$ cat src/rtl/dmem_lsu_if.sv
// Processor request/response and data-memory bus shared by dmem_lsu and its environment.
// The slave modport is the LSU; the master modport is the processor plus memory side.
interface dmem_lsu_if;
    // Handshake: a request transfers on a rising edge where req_valid && req_ready.
    // The requester holds req_valid and the request fields stable until that edge.
    // rsp_valid is a single-cycle pulse with no back-pressure. rsp_err and rsp_rdata
    // are meaningful only while rsp_valid is high.
    logic        req_valid;
    logic        req_ready;
    logic        req_we;
    logic [1:0]  req_size;
    logic        req_unsigned;
    logic [31:0] req_addr;
    logic [31:0] req_wdata;
    logic        rsp_valid;
    logic [31:0] rsp_rdata;
    logic        rsp_err;
    logic [11:0] mem_address;
    logic [31:0] mem_data;
    logic        mem_wren;
    logic [31:0] mem_q;

    modport slave (
        input  req_valid, req_we, req_size, req_unsigned, req_addr, req_wdata, mem_q,
        output req_ready, rsp_valid, rsp_rdata, rsp_err, mem_address, mem_data, mem_wren
    );

    modport master (
        output req_valid, req_we, req_size, req_unsigned, req_addr, req_wdata, mem_q,
        input  req_ready, rsp_valid, rsp_rdata, rsp_err, mem_address, mem_data, mem_wren
    );
endinterface

$ cat src/rtl/dmem_lsu.sv
// Load/store unit in front of a 4K-word synchronous data memory.
// Define DMEM_LSU_SUBWORD_EN to enable byte/halfword access with read-modify-write stores.
module dmem_lsu (
    input  logic             clock,
    input  logic             reset_n,
    dmem_lsu_if.slave        bus,
    output logic [2:0]       state_o
);

    typedef enum logic [2:0] {
        IDLE  = 3'd0,
        ISSUE = 3'd1,
        WAIT  = 3'd2,
`ifdef DMEM_LSU_SUBWORD_EN
        MERGE = 3'd3,
`endif
        DONE  = 3'd4,
        ERR   = 3'd5
    } state_e;

    state_e      state_q;
    logic        we_q;
    logic [1:0]  size_q;
    logic        rsp_valid_q;
    logic        rsp_err_q;
    logic [31:0] rsp_rdata_q;
    logic [11:0] mem_address_q;
    logic [31:0] mem_data_q;
    logic        mem_wren_q;
    logic        req_err_d;
    logic        unused_bits;

`ifdef DMEM_LSU_SUBWORD_EN
    logic        uns_q;
    logic [1:0]  addr_lo_q;
    logic [31:0] wdata_q;
    logic [4:0]  lane_sh;
    logic [31:0] lane_mask;
    logic [31:0] load_sh;
    logic [31:0] load_ext_d;
    logic [31:0] merged_d;

    always_comb begin
        case (bus.req_size)
            2'b00:   req_err_d = 1'b0;
            2'b01:   req_err_d = bus.req_addr[0];
            2'b10:   req_err_d = |bus.req_addr[1:0];
            default: req_err_d = 1'b1;
        endcase
    end

    // Halfword accesses are 2-aligned, so a byte-granular shift serves both lane widths.
    always_comb begin
        lane_sh   = {addr_lo_q, 3'b000};
        lane_mask = (size_q == 2'b00) ? 32'h0000_00FF : 32'h0000_FFFF;
        load_sh   = bus.mem_q >> lane_sh;
        case (size_q)
            2'b00:   load_ext_d = {{24{~uns_q & load_sh[7]}}, load_sh[7:0]};
            2'b01:   load_ext_d = {{16{~uns_q & load_sh[15]}}, load_sh[15:0]};
            default: load_ext_d = bus.mem_q;
        endcase
        merged_d = (bus.mem_q & ~(lane_mask << lane_sh)) | ((wdata_q & lane_mask) << lane_sh);
    end

    assign unused_bits = ^bus.req_addr[31:14];
`else
    always_comb begin
        req_err_d = (bus.req_size != 2'b10) || (|bus.req_addr[1:0]);
    end

    assign unused_bits = ^{bus.req_addr[31:14], bus.req_unsigned};
`endif

    always_ff @(posedge clock) begin
        if (!reset_n) begin
            state_q       <= IDLE;
            we_q          <= 1'b0;
            size_q        <= 2'b00;
            rsp_valid_q   <= 1'b0;
            rsp_err_q     <= 1'b0;
            rsp_rdata_q   <= 32'h0;
            mem_address_q <= 12'h0;
            mem_data_q    <= 32'h0;
            mem_wren_q    <= 1'b0;
`ifdef DMEM_LSU_SUBWORD_EN
            uns_q         <= 1'b0;
            addr_lo_q     <= 2'b00;
            wdata_q       <= 32'h0;
`endif
        end else begin
            rsp_valid_q <= 1'b0;
            rsp_err_q   <= 1'b0;
            rsp_rdata_q <= 32'h0;
            mem_wren_q  <= 1'b0;
            case (state_q)
                IDLE: begin
                    if (bus.req_valid) begin
                        we_q          <= bus.req_we;
                        size_q        <= bus.req_size;
                        mem_address_q <= bus.req_addr[13:2];
`ifdef DMEM_LSU_SUBWORD_EN
                        uns_q         <= bus.req_unsigned;
                        addr_lo_q     <= bus.req_addr[1:0];
                        wdata_q       <= bus.req_wdata;
`endif
                        if (req_err_d) begin
                            state_q     <= ERR;
                            rsp_valid_q <= 1'b1;
                            rsp_err_q   <= 1'b1;
                        end else begin
                            state_q <= ISSUE;
                            // Word stores write directly during ISSUE.
                            if (bus.req_we && bus.req_size == 2'b10) begin
                                mem_wren_q <= 1'b1;
                                mem_data_q <= bus.req_wdata;
                            end
                        end
                    end
                end
                ISSUE: begin
                    if (we_q && size_q == 2'b10) begin
                        state_q     <= DONE;
                        rsp_valid_q <= 1'b1;
                    end else begin
                        state_q <= WAIT;
                    end
                end
                WAIT: begin
`ifdef DMEM_LSU_SUBWORD_EN
                    if (we_q) begin
                        state_q    <= MERGE;
                        mem_wren_q <= 1'b1;
                        mem_data_q <= merged_d;
                    end else begin
                        state_q     <= DONE;
                        rsp_valid_q <= 1'b1;
                        rsp_rdata_q <= load_ext_d;
                    end
`else
                    state_q     <= DONE;
                    rsp_valid_q <= 1'b1;
                    rsp_rdata_q <= bus.mem_q;
`endif
                end
`ifdef DMEM_LSU_SUBWORD_EN
                MERGE: begin
                    state_q     <= DONE;
                    rsp_valid_q <= 1'b1;
                end
`endif
                DONE:    state_q <= IDLE;
                ERR:     state_q <= IDLE;
                default: state_q <= IDLE;
            endcase
        end
    end

    // Gating with reset_n keeps a pending write from committing on a reset edge.
    assign bus.mem_wren    = mem_wren_q & reset_n;
    assign bus.req_ready   = (state_q == IDLE) & reset_n;
    assign bus.rsp_valid   = rsp_valid_q;
    assign bus.rsp_err     = rsp_err_q;
    assign bus.rsp_rdata   = rsp_rdata_q;
    assign bus.mem_address = mem_address_q;
    assign bus.mem_data    = mem_data_q;
    assign state_o         = state_q;

endmodule

$ cat src/flat_wrapper.sv
// flat-port wrapper written by rule: the top's interface ports become plain ports
module dmem_lsu_flat 
  (clock, reset_n, state_o, bus_req_valid, bus_req_we, bus_req_size, bus_req_unsigned, bus_req_addr, bus_req_wdata, bus_mem_q, bus_req_ready, bus_rsp_valid, bus_rsp_rdata, bus_rsp_err, bus_mem_address, bus_mem_data, bus_mem_wren);
  dmem_lsu_if bus_i ();
  input  logic clock;
  input  logic reset_n;
  output logic [2:0] state_o;
  input wire logic [$bits(bus_i.req_valid)-1:0] bus_req_valid;
  input wire logic [$bits(bus_i.req_we)-1:0] bus_req_we;
  input wire logic [$bits(bus_i.req_size)-1:0] bus_req_size;
  input wire logic [$bits(bus_i.req_unsigned)-1:0] bus_req_unsigned;
  input wire logic [$bits(bus_i.req_addr)-1:0] bus_req_addr;
  input wire logic [$bits(bus_i.req_wdata)-1:0] bus_req_wdata;
  input wire logic [$bits(bus_i.mem_q)-1:0] bus_mem_q;
  output wire logic [$bits(bus_i.req_ready)-1:0] bus_req_ready;
  output wire logic [$bits(bus_i.rsp_valid)-1:0] bus_rsp_valid;
  output wire logic [$bits(bus_i.rsp_rdata)-1:0] bus_rsp_rdata;
  output wire logic [$bits(bus_i.rsp_err)-1:0] bus_rsp_err;
  output wire logic [$bits(bus_i.mem_address)-1:0] bus_mem_address;
  output wire logic [$bits(bus_i.mem_data)-1:0] bus_mem_data;
  output wire logic [$bits(bus_i.mem_wren)-1:0] bus_mem_wren;
  assign bus_i.req_valid = bus_req_valid;
  assign bus_i.req_we = bus_req_we;
  assign bus_i.req_size = bus_req_size;
  assign bus_i.req_unsigned = bus_req_unsigned;
  assign bus_i.req_addr = bus_req_addr;
  assign bus_i.req_wdata = bus_req_wdata;
  assign bus_i.mem_q = bus_mem_q;
  assign bus_req_ready = bus_i.req_ready;
  assign bus_rsp_valid = bus_i.rsp_valid;
  assign bus_rsp_rdata = bus_i.rsp_rdata;
  assign bus_rsp_err = bus_i.rsp_err;
  assign bus_mem_address = bus_i.mem_address;
  assign bus_mem_data = bus_i.mem_data;
  assign bus_mem_wren = bus_i.mem_wren;
  dmem_lsu u_core (.clock(clock), .reset_n(reset_n), .bus(bus_i), .state_o(state_o));
endmodule
$ cat config.mk
export PLATFORM = sky130hd
export DESIGN_NAME = dmem_lsu_flat
export DESIGN_NICKNAME = d
export VERILOG_FILES = /design/src/rtl/dmem_lsu_if.sv /design/src/rtl/dmem_lsu.sv /design/src/flat_wrapper.sv
export SDC_FILE = /design/constraint.sdc
export NUM_CORES = 1
export LEC_CHECK = 0
export CAP_MARGIN = 10
export CORE_MARGIN = 10
export CORE_UTILIZATION = 39
export DETAILED_ROUTE_END_ITERATION = 8
export PLACE_DENSITY = 0.85
export SYNTH_ARGS = -nofsm -noshare
export SYNTH_HDL_FRONTEND = slang
export SYNTH_SLANG_ARGS = --single-unit
$ cat constraint.sdc
create_clock -name clock -period 4 [get_ports clock]
set_input_delay 0.8 -clock clock [delete_from_list [all_inputs] [get_ports clock]]
set_output_delay 0.8 -clock clock [all_outputs]
set_load 0.02 [all_outputs]
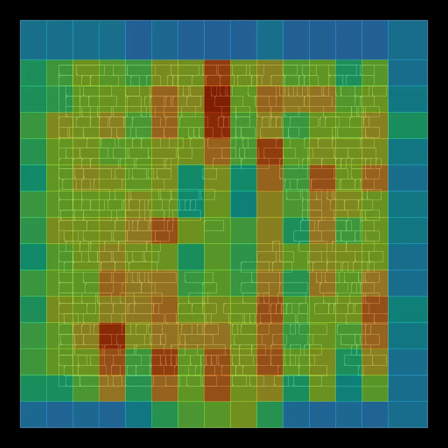
Run 1: track usage over the die
busiest layer in global routing: met2
GRT met2 Usage: 25.9%
global routing usage on met3: 10.1%
routed wire length per instance: 15.8 µm

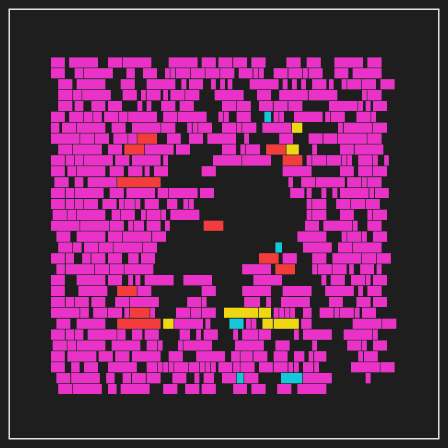
Run 1: cells by drive strength
size	colour	cells	share
x1 and smaller	magenta	441	95%
x3 and x4	yellow	7	1.5%
x2	cyan	5	1.1%
x6 and larger	red	11	2.4%

==> Flow_metrics.wiki, run 1 <==
=== Physical design figures ===
{| class="wikitable"
! Metric !! Value
|-
| Run status || completed
|-
| Avg Inst Size Synth || 9.93 µm²
|-
| Worst-Skew Late Latency || around 340 ps
|-
| Count of standard-cell rows || 31
|-
| Post-CTS clock slew at the launch and capture registers of the worst setup and hold paths || around 80 ps
|-
| Non-Clock Buffer Count || approximately 170
|-
| Power attributed to combinational cells || 0.220 mW
|-
| Simple-gate portion of the synthesized area || a little under a quarter
|-
| Required time reported for the critical path endpoint || 3200 ps
|-
| Type of the setup path with the least slack || in -> out
|-
| GRT Overall Usage || 15.3%
|-
| Initial antenna violation count || 0
|-
| Worst hold path type || reg -> reg
|-
| Top cells by count || nand2_1, dfxtp_1, and2_1, mux2i_1, a21boi_0
|-
| Tally of unique sky130hd cells used after synthesis || 20
|-
| EDFF count, synth || 0
|-
| Worst Hold Endpoint || u_core.size_q[1]
|-
| Placed insts || 547
|-
| Clock net sink count || 85
|-
| Number of diodes added for antenna fixing || 0
|-
| Worst reg2reg path endpoint || u_core.state_o[2]
|-
| DRC violation count after routing || 0
|-
| Cell count after synthesis || 297
|-
| Master cell of the clock root buffer || clkbuf_8
|-
| Final non-clock buffer share || approximately a third
|-
| Internal cell power || ~1.3 mW
|-
| Yosys warnings || 0
|-
| Peak supply drop || 0.000292 V
|-
| Logic gate share of total power || around an eighth
|-
| WP buf/inv || 2
|-
| Area taken by multi-input logic gates || around 0.0012 mm²
|-
| Type of element launching the critical path || input pin
|-
| Non-Filler Instances || about 560
|-
| Cell accounting for the most synthesized area || dfxtp_1
|-
| Slowest cell delay on critical path || between 600 and 700 ps
|-
| Initial DRC count || 50
|-
| Multi-input combinational gate total || 192
|-
| Top-Level Pins || roughly 190
|-
| Number of clock buffers in the layout || 10
|-
| Slack of the worst reg-to-reg path || roughly 2200 ps
|-
| Cell count listed in synth_stat.txt || 297
|-
| Number of nets in the synthesized netlist || 400
|-
| Main kind of combinational logic by area || simple AND/OR/NAND/NOR gates
|-
| Crit path to || bus_req_ready
|-
| Worst setup slack after placement || 1000 ps
|-
| Vias in the first global route || 2,721
|-
| Number of ordinary inverters in the final layout || 2
|-
| X dimension of the die || 107 µm
|-
| XOR-XNOR Cells, Area Fraction || 0%
|-
| Logic share of the area || between 20% and 30%
|-
| Post-synth seq share || 57.7%
|-
| Top cell family by delay on the critical path || buffers and inverters
|-
| Source of the worst hold timing path || u_core.size_q[1]
|-
| Synth top area share || 57.7%
|-
| Filler Cells Inserted || approximately 600
|-
| Leakage power total || 2.06 nW
|-
| GR Overflow Total || 0
|-
| Placed cell area || 0.00466 mm²
|-
| Core Footprint || 0.00729 mm²
|-
| Final sequential cell count || 85
|-
| Top class by area || registers
|-
| Number of I/O port buffers || 166
|-
| Fraction of final layout cells sized beyond drive strength 1 || ~5%
|-
| Vertical die size || 107 µm
|-
| Routed via count divided by cell count || 4.60
|-
| Routability congestion estimate || 0.724
|-
| Total tool warning count || about 45
|-
| Synthesis-to-layout area growth || 65.5%
|-
| Final period utilization || 74.4%
|-
| Cell area leaders || dfxtp_1, nand2_1, mux2i_1
|-
| Die outline area || about 0.011 mm²
|-
| RSZ-0062 raised after global routing || no
|}
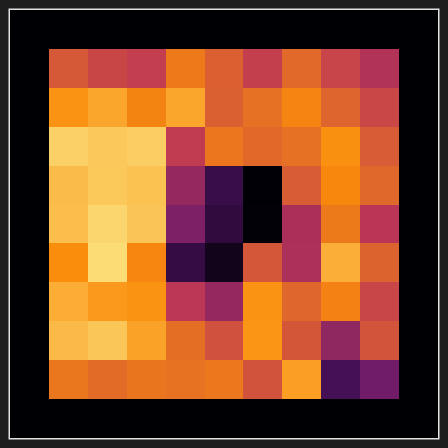
Run 1: local utilization
11 x 11 tiles, from black (low) to pale yellow (high), 0 to 100% covered.
mean over tiles	42%
emptiest ninth of the die	bottom right
densest ninth of the die	left middle
nearly empty tiles	35%
tiles over 75% full	21%
fullest tile	92%

-- run 1: metal layers --
layer / routed length [µm] / GRT usage [%] / up-vias
met5: 0 / 0 / -
met4: 122 / 4.64 / 0
met3: 1230 / 10.1 / 11
met2: 4230 / 25.9 / 117
met1: 3310 / 15.1 / 1185
li1: - / - / 1274
-- run 1: registers in the layout, summed over array words and instances (netlist names) --
name and count:
u_core.bus.mem_data 32, u_core.bus.rsp_rdata 32, u_core.bus.mem_address 12, u_core.state_o 3, u_core.size_q 2, u_core.bus.rsp_err 1
u_core.bus.rsp_valid 1, u_core.mem_wren_q 1, u_core.we_q 1
-- run 1: worst register-to-register path: cells and delay by family, from the launching register on --
| family | cells | cell delay [ps] |
|---|---|---|
| AND-OR/OR-AND | 2 | 500 |
| flip-flops | 1 | 400 |
| AND/OR/NAND/NOR | 1 | 840 |
==> inputs of run 2 (changes only) <==
--- a/config.mk
+++ b/config.mk
@@ -7,9 +7,9 @@
 export LEC_CHECK = 0
 export CAP_MARGIN = 10
 export CORE_MARGIN = 10
-export CORE_UTILIZATION = 39
+export CORE_UTILIZATION = 33
 export DETAILED_ROUTE_END_ITERATION = 8
-export PLACE_DENSITY = 0.85
+export PLACE_DENSITY = 0.76
 export SYNTH_ARGS = -nofsm -noshare
 export SYNTH_HDL_FRONTEND = slang
 export SYNTH_SLANG_ARGS = --single-unit
==> constraint.sdc (replaced) <==
create_clock -name clock -period 2.71 [get_ports clock]
set_input_delay 0.542 -clock clock [delete_from_list [all_inputs] [get_ports clock]]
set_output_delay 0.542 -clock clock [all_outputs]
set_load 0.02 [all_outputs]
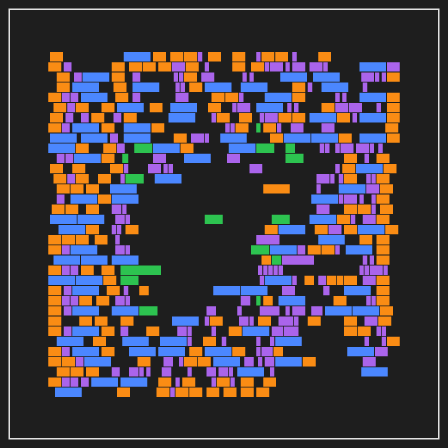
Run 2: placement by cell class
class	colour	cells
remaining logic cells	purple	194
clock drivers and dummy loads	green	15
remaining buffers and delay cells	orange	173
registers	blue	85

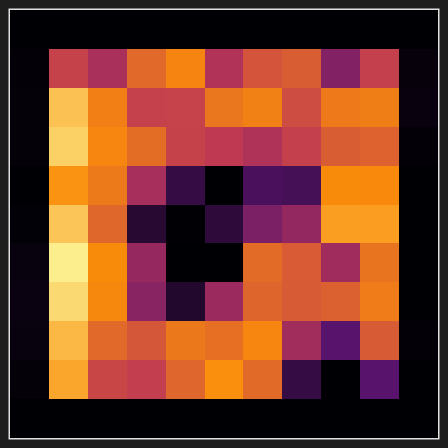
Run 2: local utilization
11 x 11 tiles, from black (low) to pale yellow (high), 0 to 100% covered.
tiles over 75% full	9.1%
mean over tiles	36%
emptiest ninth of the die	bottom right
densest ninth of the die	left middle
nearly empty tiles	34%

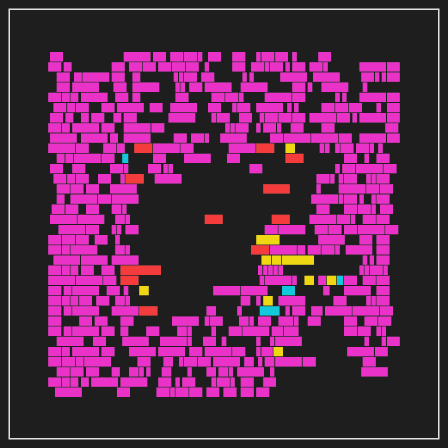
Run 2: cells by drive strength
size	colour	cells	share
x1 and smaller	magenta	442	95%
x3 and x4	yellow	10	2.1%
x6 and larger	red	11	2.4%
x2	cyan	4	0.86%

==> Flow_metrics.wiki, run 2 <==
=== Physical design figures ===
{| class="wikitable"
! Metric !! Value
|-
| Required time reported for the critical path endpoint || 2170 ps (was 3200 ps)
|-
| Top class by area || non-clock buffers (was registers)
|-
| Final non-clock buffer share || 35.1% (was 34.4%)
|-
| Initial antenna violation count || 0 (unchanged)
|-
| Post-route met1 wirelength || 3.18 mm (was 3.31 mm)
|-
| Number of ordinary inverters in the final layout || 2 (unchanged)
|-
| Detail Route met2 WL || 4.14 mm (was 4.23 mm)
|-
| Worst-Skew Late Latency || 340 ps (about the same)
|-
| Run status || completed (unchanged)
|-
| Slack of the worst reg-to-reg path || 1180 ps (was 2200 ps)
|-
| Synthesis-to-layout area growth || 66.2% (was 65.5%)
|-
| Synth top area share || 57.7% (unchanged)
|-
| Number of nets in the synthesized netlist || 400 (unchanged)
|-
| Number of I/O port buffers || 166 (unchanged)
|-
| Top cell family by delay on the critical path || buffers and inverters (unchanged)
|-
| Leakage power total || 2.06 nW (about the same)
|-
| Initial DRC count || 99 (was 50)
|-
| Die outline area || 0.0131 mm² (was 0.0114 mm²)
|-
| Area taken by multi-input logic gates || 0.00115 mm² (unchanged)
|-
| X dimension of the die || 115 µm (was 107 µm)
|-
| Non-Clock Buffer Count || 173 (was 169)
|-
| Cell accounting for the most synthesized area || dfxtp_1 (unchanged)
|-
| Internal cell power || 1.89 mW (was 1.35 mW)
|-
| Global routing usage on met3 || 8.91% (was 10.1%)
|-
| Avg Inst Size Synth || 9.93 µm² (unchanged)
|-
| Post-synth seq share || 57.7% (unchanged)
|-
| Cell count listed in synth_stat.txt || 297 (unchanged)
|-
| Fraction of final layout cells sized beyond drive strength 1 || 5.35% (was 4.96%)
|-
| Number of clock buffers in the layout || 11 (was 10)
|-
| Post-CTS clock slew at the launch and capture registers of the worst setup and hold paths || 90 ps (was 80 ps)
|-
| Cell area leaders || dfxtp_1, nand2_1, mux2i_1 (unchanged)
|-
| Busiest layer in global routing || met2 (unchanged)
|-
| Total tool warning count || 45 (unchanged)
|-
| Yosys warnings || 0 (unchanged)
|-
| Count of standard-cell rows || 34 (was 31)
|-
| Slowest cell delay on critical path || 650 ps (was 630 ps)
|-
| Logic gate share of total power || 13.3% (was 12.6%)
|-
| Core Footprint || 0.00872 mm² (was 0.00729 mm²)
|-
| GRT met2 Usage || 21.5% (was 25.9%)
|-
| Peak supply drop || 0.000357 V (was 0.000292 V)
|-
| Worst reg2reg path endpoint || u_core.bus.mem_data[8] (was u_core.state_o[2])
|-
| Logic share of the area || 23.5% (was 23.6%)
|-
| Routability congestion estimate || 0.708 (was 0.724)
|-
| Routed wire length per instance || 15.2 µm (was 15.8 µm)
|-
| Multi-input combinational gate total || 192 (unchanged)
|-
| Tally of unique sky130hd cells used after synthesis || 20 (unchanged)
|-
| Post-CTS setup buffer count || 0 (unchanged)
|-
| DRC violation count after routing || 0 (unchanged)
|-
| Non-Filler Instances || 575 (was 563)
|-
| Vias in the first global route || 2,681 (was 2,721)
|-
| Type of element launching the critical path || flop (was input pin)
|-
| Vertical die size || 115 µm (was 107 µm)
|-
| Routed via count divided by cell count || 4.42 (was 4.60)
|-
| Clock net sink count || 85 (unchanged)
|-
| Top-Level Pins || 186 (unchanged)
|-
| Worst Hold Endpoint || u_core.bus.mem_data[17] (was u_core.size_q[1])
|-
| Worst hold path type || reg -> reg (unchanged)
|-
| Type of the setup path with the least slack || reg -> out (was in -> out)
|-
| Total met3 wirelength after detailed routing || 1.35 mm (was 1.23 mm)
|-
| Cell count after synthesis || 297 (unchanged)
|-
| Placed insts || 560 (was 547)
|}
run 2: per-stage QoR:
stage	util, %	worst slack, ps	total power [mW]	area [µm²]	hold WS [ps]
floorplan	-	829	1.45	2950	439
global placement	54.1	496	1.66	4720	443
detailed placement	54.1	497	1.66	4720	452
CTS	56.2	407	2.51	4900	467
global route	56.2	301	2.58	4900	477
finish	56.2	444	2.47	4900	463
run 2: cell families after synthesis:
family | Yosys count | share of synthesized area (%)
mux | 32 | 10.9
simple gates | 142 | 23.1
flops | 85 | 57.7
buf+inv | 20 | 3.40
compound gates | 18 | 4.88
run 2: power by group through the flow:
stage	logic [mW]	registers, mW	clock network [mW]
detailed placement	0.331	1.33	0
finish	0.328	1.30	0.839
CTS	0.333	1.30	0.871
global placement	0.326	1.33	0
global route	0.357	1.31	0.915
floorplan	0.0890	1.36	0
==> inputs of run 3 (changes only) <==
--- a/config.mk
+++ b/config.mk
@@ -7,9 +7,9 @@
 export LEC_CHECK = 0
 export CAP_MARGIN = 10
 export CORE_MARGIN = 10
-export CORE_UTILIZATION = 33
+export CORE_UTILIZATION = 36
 export DETAILED_ROUTE_END_ITERATION = 8
-export PLACE_DENSITY = 0.76
+export PLACE_DENSITY = 0.79
 export SYNTH_ARGS = -nofsm -noshare
 export SYNTH_HDL_FRONTEND = slang
 export SYNTH_SLANG_ARGS = --single-unit
==> constraint.sdc (replaced) <==
create_clock -name clock -period 2.3 [get_ports clock]
set_input_delay 0.46 -clock clock [delete_from_list [all_inputs] [get_ports clock]]
set_output_delay 0.46 -clock clock [all_outputs]
set_load 0.02 [all_outputs]
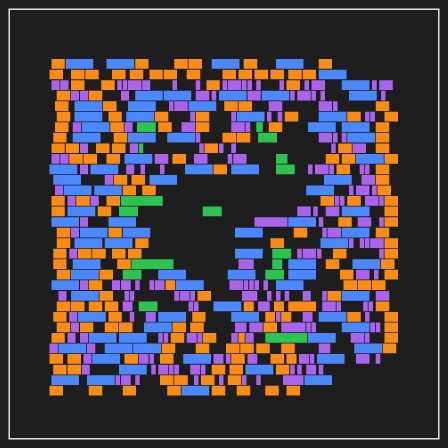
Run 3: placement by cell class
class	colour	cells
remaining buffers and delay cells	orange	173
remaining logic cells	purple	194
registers	blue	85
clock drivers and dummy loads	green	16

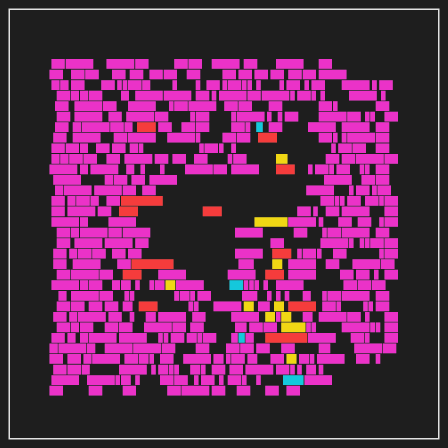
Run 3: cells by drive strength
size	colour	cells	share
x3 and x4	yellow	10	2.1%
x2	cyan	4	0.85%
x1 and smaller	magenta	441	94%
x6 and larger	red	13	2.8%

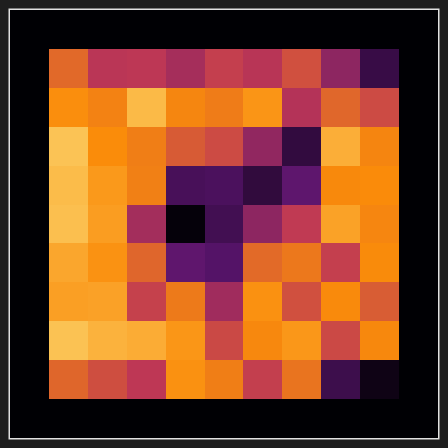
Run 3: local utilization
11 x 11 tiles, from black (low) to pale yellow (high), 0 to 100% covered.
fullest tile	87%
mean over tiles	40%
densest ninth of the die	left middle
tiles over 75% full	17%

==> Flow_metrics.wiki, run 3 <==
=== Physical design figures ===
{| class="wikitable"
! Metric !! Value
|-
| Run status || completed (unchanged)
|-
| Type of element launching the critical path || flop (unchanged)
|-
| Sequential group power || 1.53 mW (was 1.30 mW)
|-
| Worst setup slack after placement || 362 ps (was 497 ps)
|-
| Top cells by count || nand2_1, dfxtp_1, and2_1, mux2i_1, a21boi_0 (unchanged)
|-
| GRT Overall Usage || 13.8% (was 13.0%)
|-
| RSZ-0062 raised after global routing || no (unchanged)
|-
| Busiest layer in global routing || met2 (unchanged)
|-
| Initial DRC count || 64 (was 99)
|-
| Adders+Majority by Area || 0% (unchanged)
|-
| Top sig layer || met4 (unchanged)
|-
| Routed via count divided by cell count || 4.51 (was 4.42)
|-
| Non-Clock Buffer Count || 173 (unchanged)
|-
| Synth top area share || 57.7% (unchanged)
|-
| Final setup slack of the worst path || 119 ps (was 444 ps)
|-
| Placed insts || 554 (was 560)
|-
| Top-Level Pins || 186 (unchanged)
|-
| Number of clock buffers in the layout || 10 (was 11)
|-
| Post-CTS clock slew at the launch and capture registers of the worst setup and hold paths || 80 ps (was 90 ps)
|-
| P_clk || 1.24 mW (was 0.839 mW)
|-
| Cell accounting for the most synthesized area || dfxtp_1 (unchanged)
|-
| Cell area leaders || dfxtp_1, nand2_1, mux2i_1 (unchanged)
|-
| Worst hold path type || in -> reg (was reg -> reg)
|-
| Post-route met1 wirelength || 3.38 mm (was 3.18 mm)
|-
| Post-CTS setup buffer count || 0 (unchanged)
|-
| Internal cell power || 2.46 mW (was 1.89 mW)
|-
| Global-route track usage on met1 || 14.5% (was 12.8%)
|-
| Yosys warnings || 0 (unchanged)
|-
| Total met3 wirelength after detailed routing || 1.23 mm (was 1.35 mm)
|-
| Top class by area || non-clock buffers (unchanged)
|-
| Power group with the highest consumption || registers (unchanged)
|-
| X dimension of the die || 110 µm (was 115 µm)
|-
| Avg Inst Size Synth || 9.93 µm² (unchanged)
|-
| Final non-clock buffer share || 34.8% (was 35.1%)
|-
| GRT met2 Usage || 21.9% (was 21.5%)
|-
| Type of the setup path with the least slack || reg -> out (unchanged)
|-
| Final sequential cell count || 85 (unchanged)
|-
| XOR-XNOR Cells, Area Fraction || 0% (unchanged)
|-
| Clock net sink count || 85 (unchanged)
|-
| Final hold slack || 424 ps (was 463 ps)
|-
| Non-Filler Instances || 570 (was 575)
|-
| Die outline area || 0.0122 mm² (was 0.0131 mm²)
|-
| Simple-gate portion of the synthesized area || 23.1% (unchanged)
|-
| Number of I/O port buffers || 166 (unchanged)
|-
| Power Total || 3.16 mW (was 2.47 mW)
|}
## run 3: netlist changes by cell type in the layout (fill, tap and decap cells not counted)
cell / previous run / this run
bufinv_16: 1 / 3
clkinv_4: 0 / 1
clkinvlp_4: 2 / 1
clkbuf_1: 2 / 1
## run 3: worst paths after layout
path	cells past startpoint	slack [ps]	end	from
worst max-delay path	3	120	bus_req_ready	u_core.state_o[1]
worst min-delay path	3	420	u_core.state_o[1]	reset_n
worst max register to register	4	850	u_core.bus.mem_address[9]	u_core.state_o[2]
worst min register to register	2	460	u_core.bus.mem_data[0]	u_core.bus.mem_data[0]
## run 3: cell families after synthesis
group,Yosys count
compound gates,18
buf+inv,20
flops,85
mux,32
simple gates,142
## run 3: critical path: stages, from the launching register on
cell and delay [ps]:
dfxtp_1 410, nand2b_1 200, nor3_1 140, clkdlybuf4s50_1 640
No activity file was given, so power comes from the tool's default toggle rates.
